Figure 1. Signal wires on met2.
Scale: 1 px per um.
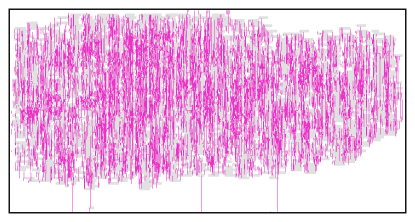
Figure 2. Layout detail.
Window x 286 to 306, y 142 to 162 um. Cells in grey, sequential cells in the stronger grey; small squares are vias.
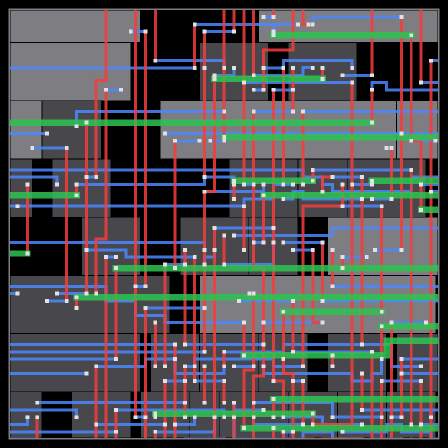
Figure 3. Wires at chosen ports, followed through buffers.
Scale: 1 px per um.
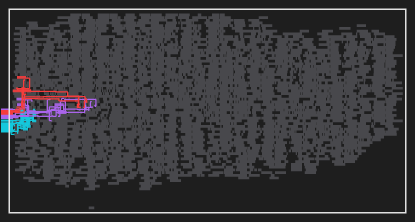
Figure 4. Wiring by layer.
Scale: 2 px per um. Two of the layers only.
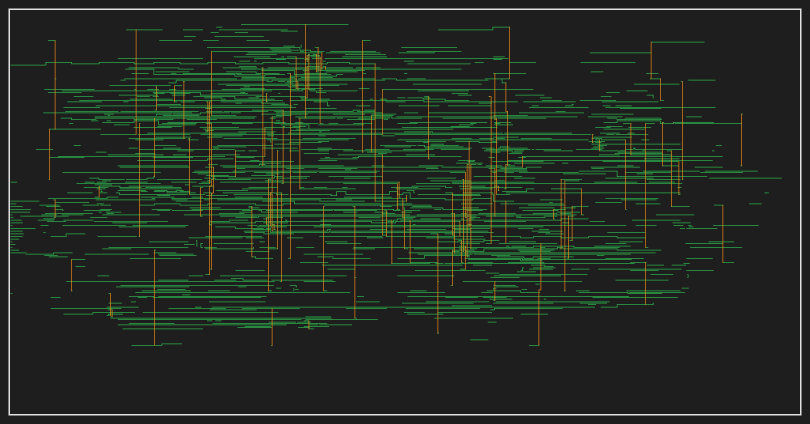
File: src/rtl/text_console_ctrl.sv
// Character RAM owner for the OLED text path: display lookups take priority, a
// terminal-style host writer (cursor, LF, CR, BS, FF-clear) uses the spare cycles.
module text_console_ctrl #(
  parameter int         COLS  = 16,
  parameter int         ROWS  = 8,
  parameter logic [7:0] BLANK = 8'h20
) (
  input  logic                    clk,
  input  logic                    rst_n,
  input  logic                    d_read,
  input  logic [2:0]              d_page_idx,
  input  logic [6:0]              d_column_idx,
  output logic [7:0]              t_char,
  output logic                    t_valid,
  input  logic                    h_valid,
  input  logic [7:0]              h_char,
  output logic                    h_ready,
  output logic [$clog2(COLS)-1:0] cursor_col,
  output logic [$clog2(ROWS)-1:0] cursor_row,
  output logic                    busy
);

  localparam int CW    = $clog2(COLS);
  localparam int RW    = $clog2(ROWS);
  localparam int AW    = CW + RW;
  localparam int DEPTH = ROWS * COLS;

  typedef enum logic [0:0] {ST_CLEAR, ST_IDLE} state_t;

  state_t          r_state;
  logic [AW-1:0]   r_clr_addr;
  logic [CW-1:0]   r_col;
  logic [RW-1:0]   r_row;
  logic [7:0]      r_t_char;
  logic            r_t_valid;
  logic [7:0]      r_mem [DEPTH];

  state_t          w_state_next;
  logic [AW-1:0]   w_clr_addr_next;
  logic [CW-1:0]   w_col_next;
  logic [RW-1:0]   w_row_next;
  logic            w_we;
  logic [AW-1:0]   w_waddr;
  logic [7:0]      w_wdata;
  logic [AW-1:0]   w_raddr;
  logic            w_accept;

  // Each character cell spans 8 pixel columns, so the cell index is column/8.
  assign w_raddr  = {d_page_idx[RW-1:0], d_column_idx[3 +: CW]};
  assign h_ready  = (r_state == ST_IDLE) && !d_read;
  assign w_accept = h_valid && h_ready;
  assign busy     = (r_state == ST_CLEAR);

  assign t_char     = r_t_char;
  assign t_valid    = r_t_valid;
  assign cursor_col = r_col;
  assign cursor_row = r_row;

  always_ff @(posedge clk) begin
    if (w_we) r_mem[w_waddr] <= w_wdata;
  end

  always_ff @(posedge clk or negedge rst_n) begin
    if (!rst_n) begin
      r_t_char  <= 8'h00;
      r_t_valid <= 1'b0;
    end else begin
      r_t_valid <= d_read;
      if (d_read) r_t_char <= r_mem[w_raddr];
    end
  end

  always_ff @(posedge clk or negedge rst_n) begin
    if (!rst_n) begin
      r_state    <= ST_CLEAR;
      r_clr_addr <= '0;
      r_col      <= '0;
      r_row      <= '0;
    end else begin
      r_state    <= w_state_next;
      r_clr_addr <= w_clr_addr_next;
      r_col      <= w_col_next;
      r_row      <= w_row_next;
    end
  end

  // Writes only ever happen in cycles without d_read, so the RAM sees one access per cycle.
  always_comb begin
    w_state_next    = r_state;
    w_clr_addr_next = r_clr_addr;
    w_col_next      = r_col;
    w_row_next      = r_row;
    w_we            = 1'b0;
    w_waddr         = r_clr_addr;
    w_wdata         = BLANK;
    case (r_state)
      ST_CLEAR: begin
        if (!d_read) begin
          w_we = 1'b1;
          if (r_clr_addr == AW'(DEPTH - 1)) begin
            w_state_next    = ST_IDLE;
            w_clr_addr_next = '0;
            w_col_next      = '0;
            w_row_next      = '0;
          end else begin
            w_clr_addr_next = r_clr_addr + 1'b1;
          end
        end
      end
      ST_IDLE: begin
        if (w_accept) begin
          if (h_char >= 8'h20 && h_char <= 8'h7E) begin
            w_we       = 1'b1;
            w_waddr    = {r_row, r_col};
            w_wdata    = h_char;
            // Power-of-two geometry: column and row wrap by natural overflow.
            w_col_next = r_col + 1'b1;
            if (r_col == CW'(COLS - 1)) w_row_next = r_row + 1'b1;
          end else begin
            case (h_char)
              8'h0A: begin
                w_col_next = '0;
                w_row_next = r_row + 1'b1;
              end
              8'h0D: w_col_next = '0;
              8'h08: if (r_col != '0) w_col_next = r_col - 1'b1;
              8'h0C: begin
                w_state_next    = ST_CLEAR;
                w_clr_addr_next = '0;
              end
              default: ;
            endcase
          end
        end
      end
    endcase
  end

endmodule
File: config.mk
export PLATFORM = sky130hd
export DESIGN_NAME = text_console_ctrl
export DESIGN_NICKNAME = d
export VERILOG_FILES = /design/src/rtl/text_console_ctrl.sv
export SDC_FILE = /design/constraint.sdc
export NUM_CORES = 1
export LEC_CHECK = 0
export CORE_AREA = 2 2 393 200
export CTS_BUF_LIST = sky130_fd_sc_hd__clkbuf_16
export DETAILED_ROUTE_END_ITERATION = 8
export DIE_AREA = 0 0 395 202
export PLACE_DENSITY = 0.82
export SYNTH_ARGS = -nofsm -noshare
export SYNTH_HDL_FRONTEND = slang
export SYNTH_SLANG_ARGS = --single-unit
File: constraint.sdc
create_clock -name clk -period 3.5 [get_ports clk]
set_input_delay 0.35 -clock clk [delete_from_list [all_inputs] [get_ports clk]]
set_output_delay 0.35 -clock clk [all_outputs]
set_load 0.005 [all_outputs]
==> Slide: Implementation Results <==
Physical Implementation Snapshot

Die
  – I/O pin count: roughly 40
  – Well-Tap Cells: 1036

Synthesis
  – Synth Flop Type: edfxtp_1
  – Cells after Synth: 2226
  – EDFF count, synth: 1024
  – Yosys top cell by area: edfxtp_1
  – Async SR Flop Fraction: 0.0229
  – Mapped cell area: 41600 um^2
  – FF+latch count, synth: ~1000
  – Synth top cell by count: edfxtp_1
  – Yosys Warn Count: 0

Power
  – Comb group: 2.47 mW
  – Seq. pwr: 14.1 mW
  – Sw power: ~6.3 mW
  – Net Sw Frac: 0.242
  – Clock power share: 0.359

Detailed routing
  – DRT Pass-1 Iters: 6
  – Final WL: 109000 um
  – WL per Instance: approximately 29 um
  – Post-DR vias/cell: about 6.5
  – Max layer used: met4
  – Via count: around 24000
  – M1 WL: 41600 um

STA
  – Setup ws final: approximately 220 ps
  – Final Max Tran Viols: 0
  – Fin crit share: 0.936
  – RSZ-0062 raised after global routing: no
  – Slew headroom: 0.0563
  – Post-Route Skew: 29.1 ps
  – Hold WS: 48.2 ps

Global routing
  – Initial antenna violation count: 0
  – First-pass GRT wire length: 159000 um
  – GRT Total Usage: 0.274

Placed design
  – Port Buffers: 36
  – HPWL after DPL: 71500 um

Setup path
  – Critical path origin: r_state$_DFF_PN0_
  – R2R depth: 7
  – Crit path largest cell delay: about 980 ps
  – Worst setup path end: r_mem[111][7]$_DFFE_PP_
  – CP Max Fanout: 14
  – Worst Setup End Kind: flop

Final layout
  – Comb_multi_in: between 1000 and 1500
  – Comb area share: 0.210
  – Share of layout cells above drive strength 1: 0.210
  – Design area: 47900 um^2
  – Final Non-Filler Cells: 3704
  – Biggest Area Class: flip-flops and latches
  – Max reg flops: 1024
  – CLK BUF: between 80 and 90
  – Sequential share of cell area: 0.655
  – Nets: between 2000 and 3000

Clock network
  – Post-CTS sizing: 0
  – Reg clk slew, reported paths: 70 ps
  – CTS tree: done
  – Post-CTS setup buffer count: 0
  – Deepest clock path buffer count: 3

Min path
  – Hold Path Class: in -> async

Outcome
  – Status: finished, final reports clean
## Picture notes: Figure 1
The longest straight run is 71.4 um. The wires run mostly vertical. The layer holds 42% of the routed length. 2360 nets have wire on it.

## Picture notes: Figure 2
Key: green = M3; red = M2; blue = M1
Netlist names of flops here include r_mem (5). Sequential cells in the window: 5. 31 logic cells have their middle in the window. Most frequent: buf_4 (6), edfxtp_1 (5).

## Picture notes: Figure 3
Key: purple = cursor_col [bits 4, direction output, edge left, end cells 4, buffers 4, wire 509 um]; red = cursor_row [bits 3, direction output, edge left, end cells 3, buffers 3, wire 396 um]; cyan = h_char [bits 8, direction input, edge left, end cells 21, buffers 10, wire 299 um]

## Picture notes: Figure 4
Key: green = M3 [wire length 19000 um]; orange = M4 [wire length 2880 um]

No activity file was given, so power comes from the tool's default toggle rates.
